`src/rtl/decode_stage_pkg.sv`:
```
// Shared ISA constants for the decode stage: opcodes, ALU codes,
// instruction field positions and immediate sign-extension helpers.
package decode_stage_pkg;

    // Major opcodes (instruction bits [15:12])
    localparam logic [3:0] OP_RTYPE = 4'h0;
    localparam logic [3:0] OP_BEQ   = 4'h4;
    localparam logic [3:0] OP_BNE   = 4'h5;
    localparam logic [3:0] OP_LOAD  = 4'h8;
    localparam logic [3:0] OP_STORE = 4'hB;
    localparam logic [3:0] OP_JMP   = 4'hC;
    localparam logic [3:0] OP_HALT  = 4'hF;

    // ALU operations chosen by decode for non-R-type instructions
    localparam logic [3:0] ALU_ADD = 4'h0;
    localparam logic [3:0] ALU_SUB = 4'h1;

    // Bubble instruction injected on stall, flush, reset or illegal opcode
    localparam logic [15:0] BUBBLE = 16'h0000;

    // Instruction field positions
    localparam int OP_HI = 15;
    localparam int OP_LO = 12;
    localparam int RA_HI = 11;
    localparam int RA_LO = 8;
    localparam int RB_HI = 7;
    localparam int RB_LO = 4;
    localparam int FN_HI = 3;
    localparam int FN_LO = 0;

    // Register holding mul/div high result or remainder
    localparam logic [3:0] R15_IDX = 4'hF;

    function automatic logic [15:0] sext4(input logic [3:0] v);
        return {{12{v[3]}}, v};
    endfunction

    function automatic logic [15:0] sext8(input logic [7:0] v);
        return {{8{v[7]}}, v};
    endfunction

    function automatic logic [15:0] sext12(input logic [11:0] v);
        return {{4{v[11]}}, v};
    endfunction

endpackage

```
`src/rtl/decode_stage_regfile16.sv`:
```
// 16x16 general register file: two read ports plus an R15 tap, a writeback
// port, a dedicated R15 side-write port, same-cycle bypass and a
// synchronous clear.
import decode_stage_pkg::*;

module regfile16 (
    input  logic        clk,
    input  logic        rst,
    input  logic [3:0]  ra_addr,
    input  logic [3:0]  rb_addr,
    output logic [15:0] ra_data,
    output logic [15:0] rb_data,
    output logic [15:0] r15_data,
    input  logic        wb_en,
    input  logic [3:0]  wb_reg,
    input  logic [15:0] wb_data,
    input  logic        r15_wen,
    input  logic [15:0] r15_wdata
);

    logic [15:0] rf [16];

    // Storage update: clear on reset, otherwise WB port then R15 side port
    // NOTE: the array is cleared with a loop under reset because software
    // relies on every register starting at zero; the R15 side write is
    // placed after the WB write so that, with non-blocking assignments, it
    // wins when both target R15.
    always_ff @(posedge clk) begin
        if (!rst) begin
            for (int i = 0; i < 16; i++) begin
                rf[i] <= 16'h0000;
            end
        end else begin
            if (wb_en) begin
                rf[wb_reg] <= wb_data;
            end
            if (r15_wen) begin
                rf[R15_IDX] <= r15_wdata;
            end
        end
    end

    // Bypassed read with the same priority as the write path
    function automatic logic [15:0] read_port(input logic [3:0] addr);
        if (r15_wen && addr == R15_IDX) begin
            return r15_wdata;
        end else if (wb_en && wb_reg == addr) begin
            return wb_data;
        end else begin
            return rf[addr];
        end
    endfunction

    // Combinational read ports
    always_comb begin
        ra_data  = read_port(ra_addr);
        rb_data  = read_port(rb_addr);
        r15_data = read_port(R15_IDX);
    end

endmodule

```
`src/rtl/decode_stage.sv`:
```
// Instruction-decode stage: register read, ALU opcode and immediate decode,
// load-use hazard detection, and bubble insertion on stall/flush/reset.
import decode_stage_pkg::*;

module decode_stage (
    input  logic        clk,
    input  logic        rst,
    input  logic [15:0] Instruction,
    input  logic [15:0] EXInstruction,
    input  logic        Flush,
    input  logic        WBEn,
    input  logic [3:0]  WBReg,
    input  logic [15:0] WBData,
    input  logic        R15WEn,
    input  logic [15:0] R15WData,
    output logic [15:0] OP1,
    output logic [15:0] OP2,
    output logic [15:0] InstructionOut,
    output logic [15:0] SEImmd,
    output logic [15:0] R15,
    output logic [3:0]  ALUOP,
    output logic        Stall
);

    logic [3:0]  op, ra, rb, fn, ex_op, ex_ra;
    logic [15:0] rf_ra, rf_rb, rf_r15;
    logic        valid, uses_ra, uses_rb, hazard;
    logic [3:0]  dec_alu;
    logic [15:0] dec_imm;
    logic        unused_ex;

    assign op    = Instruction[OP_HI:OP_LO];
    assign ra    = Instruction[RA_HI:RA_LO];
    assign rb    = Instruction[RB_HI:RB_LO];
    assign fn    = Instruction[FN_HI:FN_LO];
    assign ex_op = EXInstruction[OP_HI:OP_LO];
    assign ex_ra = EXInstruction[RA_HI:RA_LO];

    // Only the opcode and destination of the EX instruction matter here
    assign unused_ex = ^EXInstruction[RB_HI:FN_LO];

    regfile16 u_rf (
        .clk       (clk),
        .rst       (rst),
        .ra_addr   (ra),
        .rb_addr   (rb),
        .ra_data   (rf_ra),
        .rb_data   (rf_rb),
        .r15_data  (rf_r15),
        .wb_en     (WBEn),
        .wb_reg    (WBReg),
        .wb_data   (WBData),
        .r15_wen   (R15WEn),
        .r15_wdata (R15WData)
    );

    // Opcode decode: validity, source usage, ALU operation and immediate
    // NOTE: every output of this block gets a default first so no path
    // through the case statement can infer a latch.
    always_comb begin
        valid   = 1'b0;
        uses_ra = 1'b0;
        uses_rb = 1'b0;
        dec_alu = ALU_ADD;
        dec_imm = 16'h0000;
        case (op)
            OP_RTYPE: begin
                valid   = 1'b1;
                uses_ra = 1'b1;
                uses_rb = 1'b1;
                dec_alu = fn;
            end
            OP_LOAD: begin
                valid   = 1'b1;
                uses_rb = 1'b1;
                dec_imm = sext4(fn);
            end
            OP_STORE: begin
                valid   = 1'b1;
                uses_ra = 1'b1;
                uses_rb = 1'b1;
                dec_imm = sext4(fn);
            end
            OP_BEQ, OP_BNE: begin
                valid   = 1'b1;
                uses_ra = 1'b1;
                uses_rb = 1'b1;
                dec_alu = ALU_SUB;
                dec_imm = sext8(Instruction[RB_HI:FN_LO]);
            end
            OP_JMP: begin
                valid   = 1'b1;
                dec_imm = sext12(Instruction[RA_HI:FN_LO]);
            end
            OP_HALT: begin
                valid   = 1'b1;
            end
            default: ;
        endcase
    end

    // Load-use hazard: the load in EX writes a register this instruction reads
    assign hazard = (ex_op == OP_LOAD) &&
                    ((uses_ra && ex_ra == ra) || (uses_rb && ex_ra == rb));

    // Output selection: reset and flush override the hazard, which
    // overrides normal decode
    always_comb begin
        InstructionOut = BUBBLE;
        OP1            = 16'h0000;
        OP2            = 16'h0000;
        SEImmd         = 16'h0000;
        ALUOP          = ALU_ADD;
        Stall          = 1'b0;
        R15            = rst ? rf_r15 : 16'h0000;
        if (rst && !Flush) begin
            if (hazard) begin
                Stall = 1'b1;
            end else if (valid) begin
                InstructionOut = Instruction;
                OP1            = rf_ra;
                OP2            = rf_rb;
                SEImmd         = dec_imm;
                ALUOP          = dec_alu;
            end
        end
    end

endmodule

```
`config.mk`:
```
export PLATFORM = sky130hd
export DESIGN_NAME = decode_stage
export DESIGN_NICKNAME = d
export VERILOG_FILES = /design/src/rtl/decode_stage_pkg.sv /design/src/rtl/decode_stage_regfile16.sv /design/src/rtl/decode_stage.sv
export SDC_FILE = /design/constraint.sdc
export NUM_CORES = 1
export LEC_CHECK = 0
export CAP_MARGIN = 0
export CELL_PAD_IN_SITES_DETAIL_PLACEMENT = 1
export CELL_PAD_IN_SITES_GLOBAL_PLACEMENT = 1
export CORE_MARGIN = 1
export CORE_UTILIZATION = 50
export CTS_BUF_LIST = sky130_fd_sc_hd__clkbuf_8
export DETAILED_ROUTE_END_ITERATION = 10
export PLACE_DENSITY_LB_ADDON = 0.2
export SETUP_SLACK_MARGIN = 0.2
export SYNTH_ARGS = -nofsm -noshare
export SYNTH_HDL_FRONTEND = slang
export SYNTH_HIERARCHICAL = 1
export SYNTH_SLANG_ARGS = --single-unit
```
`constraint.sdc`:
```
create_clock -name clk -period 8.97 [get_ports clk]
set_clock_uncertainty 0.2 [all_clocks]
set_input_delay 1.3455 -clock clk [delete_from_list [all_inputs] [get_ports clk]]
set_output_delay 1.3455 -clock clk [all_outputs]
set_load 0.01 [all_outputs]
```
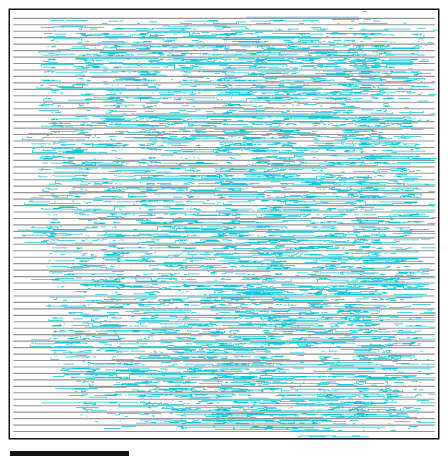
Figure 1: run 1, the metal 1 layer.
Scale bar: 50 um. Supply wires on this layer in gray.
longest straight run: 88.8 um
main direction: horizontal
share of all routed wire: 43%
wire length on this layer: 20.7 mm
drt total wl: 48.4 mm
met1 Track Usage GR: 42.5%

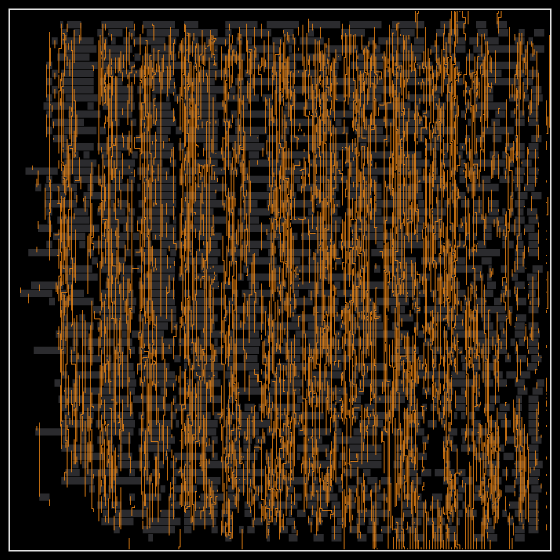
Figure 2: run 1, the metal 2 layer.
main direction: vertical
wire length on this layer: 21.9 mm
nets with wire on the layer: 1,238
longest straight run: 88.7 um
share of all routed wire: 45%

==> CHANGELOG.md, run 1 <==
## Implementation

* RSZ-0062 raised after global routing: false
* CTS tree: built
* Power share of the clock group at 36.4%
* Core Util, Final at between 50% and 60%
* Resize count post-CTS at 0
* DRC errors left at 0
* Leading power group: sequential cells
* Final Setup Violations at 0
* Top flop regs: u_rf/rf: 256 flops
* YS chip area at around 16,000 sq um
* Register Area at between 7000 and 8000 sq um
* Final max-slew violation count at 0
* Min-Delay Startpoint: R15WData[13]
* Clkbuf count at around 46
* Die height at 180 um
* Initial detailed-routing violation count at between 1,000 and 1,500
* GR Util met2 at between 40% and 50%
* Inverters at 4
* Log Warnings at 34
* Flop pwr share at 48.4%
* Critical path endpoint category: primary output
* Antenna Violating Nets Remaining at 0
* Comb pwr share at 15.2%
* YS warnings at 6
* Worst path arrival time at 4.80 ns
* Fin area at approximately 18,000 sq um
* Worst hold slack at between 1 and 1.5 ns
* IO Count at about 160
* Max H-tree Level at 2
* Number of logic gates at ~860
* Clk pwr at 1090 uW
* Slew at the pin closest to its max-slew limit at 1.31 ns
* Largest net degree at the start of global routing at about 52
* Net Sw Power at about 810 uW
* IR Drop Worst-Case VDD at around 0.11 mV
* Clock root buffer: clkbuf_8
* GRT Total Usage at 30.0%
* Signal buf overhead at a little under a tenth
* Crit Path Max Fanout at 17
* Synth async-reset ratio at 0%
* Post-synthesis sequential area ratio at 48.4%
* Worst setup SP type: primary input
* Filler cell count at 3,088
* Status: finished clean
* Tapcells at 396
* Row count at approximately 64
* Hold buffers post-CTS at 0
* GPL Wtd Cong at 0.917
* Yosys cell count at approximately 1,200
* Combinational power at ~450 uW
* Cells after Synth at ~1,200
* Most numerous cell in the Yosys netlist: and2_1
* ANT cells at 2
* Global route overflow at 0
* Hold Crit Class: in -> reg
* Flop count at roughly 260
* Worst Setup Path Type: in -> out
* Mean Syn Cell Area at 12.7 sq um
* Die width at 180 um
* Setup repair bufs after CTS at 0
* Synth cell types at about 65
* Area grow syn2layout at 14.9%
* Top cells by count: 269 x and2_1, 256 x edfxtp_1, 85 x mux4_2
* Count of final hold-check violations at 0
* Worst setup margin at approximately 2.6 ns
* Nonclk buf count at around 180
* CORE AREA at roughly 31,000 sq um
* Ys flop type: edfxtp_1
* Minimum clock period at about 6.3 ns
* Detailed Routing Iterations Pass 1 at 5
* Largest class: registers
* Die area at about 33,000 sq um
* Init Core Util at around 50%
* Fmax at 158 MHz
* WHS Path Cells at 2
* Max-cap violation count at 0
* Leak at around 0.0066 uW
* Port-buffer cells at roughly 150
* Biggest register: u_rf/rf
* Critical Path RT at 7.42 ns
* Max reg flops at 256
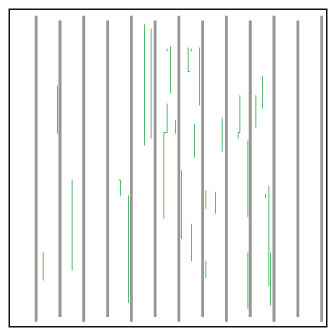
Figure 3: run 1, signal wires on met4.
Supply wires on this layer in gray.
wire length on this layer: 805 um
share of all routed wire: 1.7%
nets with wire on the layer: 20
via count: 11,400

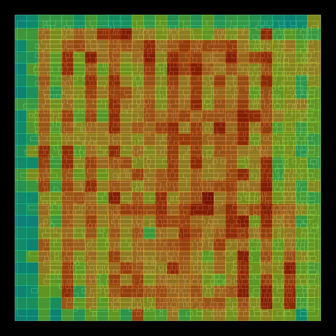
Figure 4: run 1, congestion heat map.
routed len/inst: 27.2 um
grt met3 use: 7.64%

==> run 1: critical path, cell delays in order <==
cell,delay (ns)
clkdlybuf4s50_1,0.97
nand3_1,0.48
buf_4,0.34
inv_1,0.08
and3_1,0.61
nand2_1,0.16
o21ai_1,0.11
and2_1,0.15
clkdlybuf4s50_1,0.53
==> run 1: kinds of logic (layout without fill, tap and decap cells) <==
family                    after synthesis  after routing  share of synthesized area [%]
and+or+nand+nor                       457            457                           18.0
AOI/OAI and AO/OA                     209            209                           9.01
xor gates and xnor gates               16             16                          0.882
other                                   0              2                              0
buffers and inverters                 134            267                           4.71
DFF                                   256            256                           48.4
muxes                                 177            177                           19.1
==> run 1: worst max-delay path by stage <==
stage	startpoint	endpoint	slack, ns	cells after the start
2_1_floorplan	Instruction[12]	SEImmd[12]	4.47	7
3_3_place_gp	Instruction[7]	OP2[4]	2.78	9
3_5_place_dp	Instruction[7]	OP2[4]	2.66	9
4_1_cts	Instruction[7]	OP2[4]	2.66	9
5_1_grt	Instruction[7]	OP2[4]	2.45	9
6_report	Instruction[7]	OP2[15]	2.63	9
==> run 1: layout by cell type, fill, tap and decap left out, types with 3 or more instances in the layout <==
cell	count
and2_1	269
edfxtp_1	256
clkdlybuf4s50_1	144
mux4_2	85
mux2i_1	78
nand2_1	57
o22ai_1	47
clkbuf_8	46
and2_4	40
o21ai_0	33
buf_4	33
a22o_1	32
o21ai_1	27
a21oi_1	26
nor2_1	22
and3_1	16
a211oi_1	15
inv_1	14
mux4_1	12
clkinv_1	11
xnor2_1	10
a221oi_1	10
clkinv_2	9
nand2b_1	8
xor2_1	6
a221oi_2	6
nand4_1	4
nand3_1	4
nor3_1	4
a21boi_0	4
nor2b_1	3
nand3b_1	3
and4_1	3
bufinv_16	3
buf_2	3
nor3_2	3
nor2_2	3
Figure 5. Signal wires on met3 (run 1).
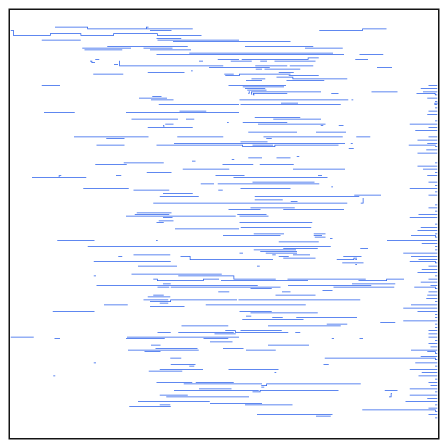

==> run 1 -> run 2 <==
- CORE_UTILIZATION: 50 -> 44
- clock period: 8.97 -> 5.11 ns (I/O delays scaled with it)
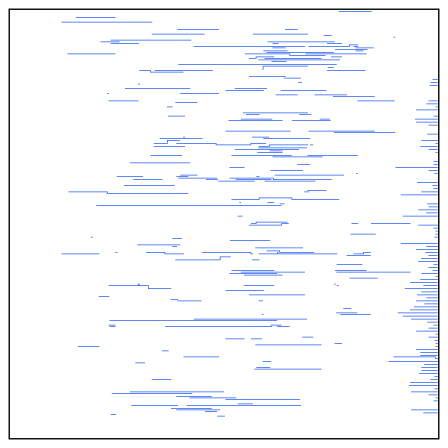
Figure 6: run 2, signal wires on met3.
main direction: horizontal
longest straight run: 82.8 um
nets with wire on the layer: 223
wire length on this layer: 3,640 um
via count: 11,200
grt met3 use: 4.37%
drt total wl: 48.0 mm

==> run 2 against run 1 <==
Via count fell by 1.7%. Synthesized cell count unchanged. Worst hold slack got worse by 0.58 ns. Power increased by 70%. Flip-flop count unchanged. Die area is 13% higher. Count of clock-buffer cells in the layout is 1 lower. Clock power grew about 60%. Sequential power is 76% higher. Global-route usage is 3.6 points lower. Non-clock buffer count increased by 16. Largest power group unchanged.
==> CHANGELOG.md, run 2 <==
## Implementation

* Antenna Violating Nets Remaining at 0 (unchanged)
* Yosys cell count at 1,249 (unchanged)
* Largest net degree at the start of global routing at 38 (was 52)
* Die area at 36,900 sq um (was 32,500 sq um)
* Die width at 192 um (was 180 um)
* YS chip area at 15,900 sq um (unchanged)
* Row count at 69 (was 64)
* Slowest stage delay, CP at 0.61 ns (was 0.97 ns)
* IR Drop Worst-Case VDD at 0.164 mV (was 0.107 mV)
* Biggest register: u_rf/rf (unchanged)
* DRC errors left at 0 (unchanged)
* Fmax at 211 MHz
* Top cells by count: 269 x and2_1, 256 x edfxtp_1, 85 x mux4_2 (unchanged)
* Final max-slew violation count at 0 (unchanged)
* Mean Syn Cell Area at 12.7 sq um (unchanged)
* CTS tree: built (unchanged)
* Cells after Synth at 1,249 (unchanged)
* Final Setup Violations at 0 (unchanged)
* Routed len/inst at 26.0 um (was 27.2 um)
* Worst setup path endpoint: OP2[0] (was OP2[15])
* Ys flop type: edfxtp_1 (unchanged)
* Synth cell types at 65 (unchanged)
* Setup repair bufs after CTS at 0 (unchanged)
* ANT cells at 0 (was 2)
* Initial detailed-routing violation count at 847 (was 1,020)
* Max H-tree Level at 2 (unchanged)
* IO Count at 158 (unchanged)
* Die height at 192 um (was 180 um)
* Clock root buffer: clkbuf_8 (unchanged)
* Slew at the pin closest to its max-slew limit at 1.16 ns (was 1.31 ns)
* Status: finished clean (unchanged)
* RSZ-0062 raised after global routing: false (unchanged)
* Detailed Routing Iterations Pass 1 at 5 (unchanged)
* Leak at 0.00667 uW (was 0.00662 uW)
* Register Area at 7690 sq um (unchanged)
* Filler cell count at 3,641 (was 3,088)
* Max reg flops at 256 (unchanged)
* Hold buffers post-CTS at 0 (unchanged)
* Most instantiated logic cells after routing: 269 x and2_1, 256 x edfxtp_1, 144 x clkdlybuf4s50_1 (unchanged)
* Worst Setup Path Type: in -> out (unchanged)
run 2: cell types whose count changed in the layout (fill, tap and decap cells not counted), moves of 2 or more:
cell       previous run  this run
clkinv_1             11         7
buf_4                33        45
buf_12                0         4
bufinv_16             3         1
inv_1                14        20
diode_2               2         0
clkinv_2              9         1
run 2: critical path: cells and delay by family:
kind	cells	cell delay (ns)
XOR/XNOR	1	0.16
AND/OR/NAND/NOR	4	0.86
AND-OR/OR-AND	1	0.20
buffers and inverters	4	1.76
run 2: cell families after synthesis:
family | count (synthesis) | synth area share, %
multiplexers | 177 | 19.1
AND-OR/OR-AND | 209 | 9.01
AND/OR/NAND/NOR | 457 | 18.0
XOR/XNOR | 16 | 0.882
buffers and inverters | 134 | 4.71
flip-flops | 256 | 48.4
run 2: cell type report:
| class | instances | share of cell area, % |
|---|---|---|
| Clock buffer | 45 | 3.37 |
| Inverter | 4 | 0.0816 |
| Sequential cell | 256 | 41.8 |
| Clock inverter | 29 | 0.918 |
| Multi-Input combinational cell | 859 | 40.5 |
| Tap cell | 461 | 3.13 |
| Timing Repair Buffer | 196 | 10.2 |
run 2: per-stage QoR:
stage | instance area, sq um | util [%] | hold slack (ns)
floorplan | 15900 | - | 0.768
global route | 18400 | 51.7 | 0.783
CTS | 18400 | 51.7 | 0.746
detailed placement | 17600 | 49.5 | 1.35
finish | 18400 | 51.7 | 0.771
global placement | 17600 | 49.5 | 1.35
run 2: routing by layer:
metal	global-route usage, %	vias to the layer above	routed length (um)
li1	-	4935	-
met1	39.9	5723	22300
met2	40.3	457	21400
met3	4.37	45	3640
met4	4.69	0	641
met5	0	-	0
run 2: report_power, final:
part           switching (uW)  leakage, uW  internal (uW)
registers                90.1      0.00246           2440
logic                     427      0.00375            376
clock network             863     0.000463            874
total                    1380      0.00667           3690
Figure 7. Signal wires on met4 (run 2).
Supply wires on this layer in gray.
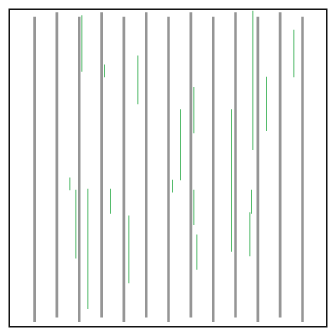

==> run 2 -> run 3 <==
--- a/config.mk
+++ b/config.mk
@@ -17,4 +17,3 @@
 export SYNTH_ARGS = -nofsm -noshare
 export SYNTH_HDL_FRONTEND = slang
-export SYNTH_HIERARCHICAL = 1
 export SYNTH_SLANG_ARGS = --single-unit
--- a/constraint.sdc
+++ b/constraint.sdc
@@ -3,3 +3,3 @@
 set_input_delay 0.7665 -clock clk [delete_from_list [all_inputs] [get_ports clk]]
 set_output_delay 0.7665 -clock clk [all_outputs]
-set_load 0.01 [all_outputs]
+set_load 0.02 [all_outputs]
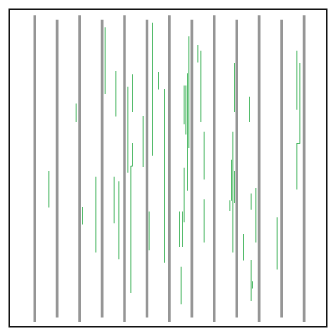
Figure 8: run 3, signal wires on met4.
Supply wires on this layer in gray.
share of all routed wire: 2.7%
wire length on this layer: 1,440 um
longest straight run: 105 um
main direction: vertical

==> run 3 against run 2 <==
Cell area is 1.1% higher. Global-route usage is 3.6 points higher. Critical path type unchanged. Area after synthesis is 1.1% lower. Setup slack worse by 0.074 ns. Critical endpoint is now OP1[6]. Synthesized cell count is 5.2% lower. Clock power is 2% higher. Routed wire length is 12% higher.
==> CHANGELOG.md, run 3 <==
## Implementation

* Crit Path Max Fanout at 64 (was 30)
* Max reg flops at 256 (unchanged)
* Clock root buffer: clkbuf_8 (unchanged)
* Slew at the pin closest to its max-slew limit at 1.13 ns (was 1.16 ns)
* Worst path arrival time at 3.84 ns (was 3.76 ns)
* Init Core Util at 45.1% (was 44.7%)
* GPL Wtd Cong at 0.884 (was 0.849)
* Setup repair bufs after CTS at 0 (unchanged)
* Routed len/inst at 29.4 um (was 26.0 um)
* Worst path cell trace: clkdlybuf4s50_1, xor2_1, nor4_1, a22oi_2, o21ai_4, buf_12, nor4_1, buf_4, clkdlybuf4s50_1 (was clkdlybuf4s50_1, buf_4, xor2_1, nor3_1, nand3_1, buf_4, and3_1, o21ai_1, and2_4, clkdlybuf4s50_1)
* Synth async-reset ratio at 0% (unchanged)
* Yosys cell count at 1,184 (was 1,249)
* Filler cell count at 3,534 (was 3,641)
* WP buf/inv at 4 (unchanged)
* Via count at 11,400 (was 11,200)
* Slowest stage delay, CP at 0.90 ns (was 0.61 ns)
* IR Drop Worst-Case VDD at 0.178 mV (was 0.164 mV)
* Leak at 0.00668 uW (was 0.00667 uW)
* CTS tree: built (unchanged)
* Top cells by count: 256 x edfxtp_1, 244 x and2_1, 117 x mux4_2 (was 269 x and2_1, 256 x edfxtp_1, 85 x mux4_2)
* Antenna Violating Nets Remaining at 0 (unchanged)
* Top flop regs: u_rf.rf: 256 flops (was u_rf/rf: 256 flops)
* Worst hold slack at 0.759 ns (was 0.771 ns)
* Final max-slew violation count at 0 (unchanged)
* IO Count at 158 (unchanged)
* Status: finished clean (unchanged)
* Area after DPL at 17,800 sq um (was 17,600 sq um)
* Hold buffers post-CTS at 0 (unchanged)
* ANT cells at 0 (unchanged)
* Synth cell types at 59 (was 65)
* Core Util, Final at 53.4% (was 51.7%)
* Critical Path Slowest Stage Cell: clkdlybuf4s50_1 (unchanged)
* Log Warnings at 34 (unchanged)
* Minimum clock period at 4.80 ns (was 4.73 ns)
* DRC errors left at 0 (unchanged)
* GRT Total Usage at 30.0% (was 26.4%)
* Mean Syn Cell Area at 13.3 sq um (was 12.7 sq um)
* Hold Crit Class: in -> reg (unchanged)
* Initial detailed-routing violation count at 1,028 (was 847)
* Resize count post-CTS at 0 (unchanged)
* Cells after Synth at 1,184 (was 1,249)
* Max H-tree Level at 2 (unchanged)
* YS chip area at 15,700 sq um (was 15,900 sq um)
* Die height at 191 um (was 192 um)
* Largest net degree at the start of global routing at 65 (was 38)
* Drt total wl at 53.8 mm (was 48.0 mm)
* RSZ-0062 raised after global routing: false (unchanged)
* WHS Path Cells at 2 (unchanged)
* Most numerous cell in the Yosys netlist: edfxtp_1 (was and2_1)
* Most instantiated logic cells after routing: 256 x edfxtp_1, 244 x and2_1, 143 x clkdlybuf4s50_1 (was 269 x and2_1, 256 x edfxtp_1, 144 x clkdlybuf4s50_1)
* Top cell excl fill/tap: edfxtp_1 (was and2_1)
* Critical Path RT at 4.14 ns (about the same)
* Min-Delay Startpoint: R15WData[7] (was R15WData[11])
* Worst Setup Path Type: in -> out (unchanged)
* Max-cap violation count at 0 (unchanged)
==> run 3: netlist changes by cell type after synthesis, sizes merged, moves of 16 or more <==
cell / change
and2: -65
o21ai: -46
nor4: +32
mux4: +20
nand2: -18
clkbuf: -17
o22ai: -17
inv: +16
nor3b: +16
==> run 3: worst max-delay path by stage <==
stage	startpoint	endpoint	cells past startpoint
5_1_grt	Instruction[6]	OP2[10]	7
6_report	Instruction[11]	OP1[6]	9
3_5_place_dp	Instruction[11]	OP1[6]	8
3_3_place_gp	Instruction[11]	OP1[6]	8
4_1_cts	Instruction[11]	OP1[6]	8
2_1_floorplan	Instruction[14]	SEImmd[12]	8
==> run 3: layout make-up <==
| cell class | instances | area (sq um) | share of cell area [%] |
|---|---|---|---|
| Clock buffer | 46 | 633 | 3.40 |
| Clock inverter | 36 | 186 | 1.00 |
| Inverter | 21 | 78.8 | 0.424 |
| Multi-Input combinational cell | 789 | 7340 | 39.5 |
| Sequential cell | 256 | 7690 | 41.3 |
| Tap cell | 455 | 569 | 3.06 |
| Timing Repair Buffer | 225 | 2110 | 11.3 |
==> run 3: logic make-up (layout without fill, tap and decap cells) <==
logic type             after synthesis  after routing  share of synthesized area (%)
AND/OR/NAND/NOR                    433            433                           16.9
flip-flops                         256            256                           48.9
multiplexers                       209            209                           22.6
buffers and inverters              139            328                           5.02
AND-OR/OR-AND                      131            131                           5.60
XOR/XNOR                            16             16                          0.939
==> run 3: power breakdown <==
| part | internal, uW | switching, uW |
|---|---|---|
| registers | 2440 | 81.3 |
| clock network | 895 | 886 |
| logic | 400 | 514 |
==> run 3: metal layers <==
layer / GRT usage, % / share of wire [%]
met1: 39.0 / 39
met2: 47.9 / 46
met3: 9.29 / 12
met4: 9.45 / 2.7
met5: 0 / 0
No activity file was given, so power comes from the tool's default toggle rates.
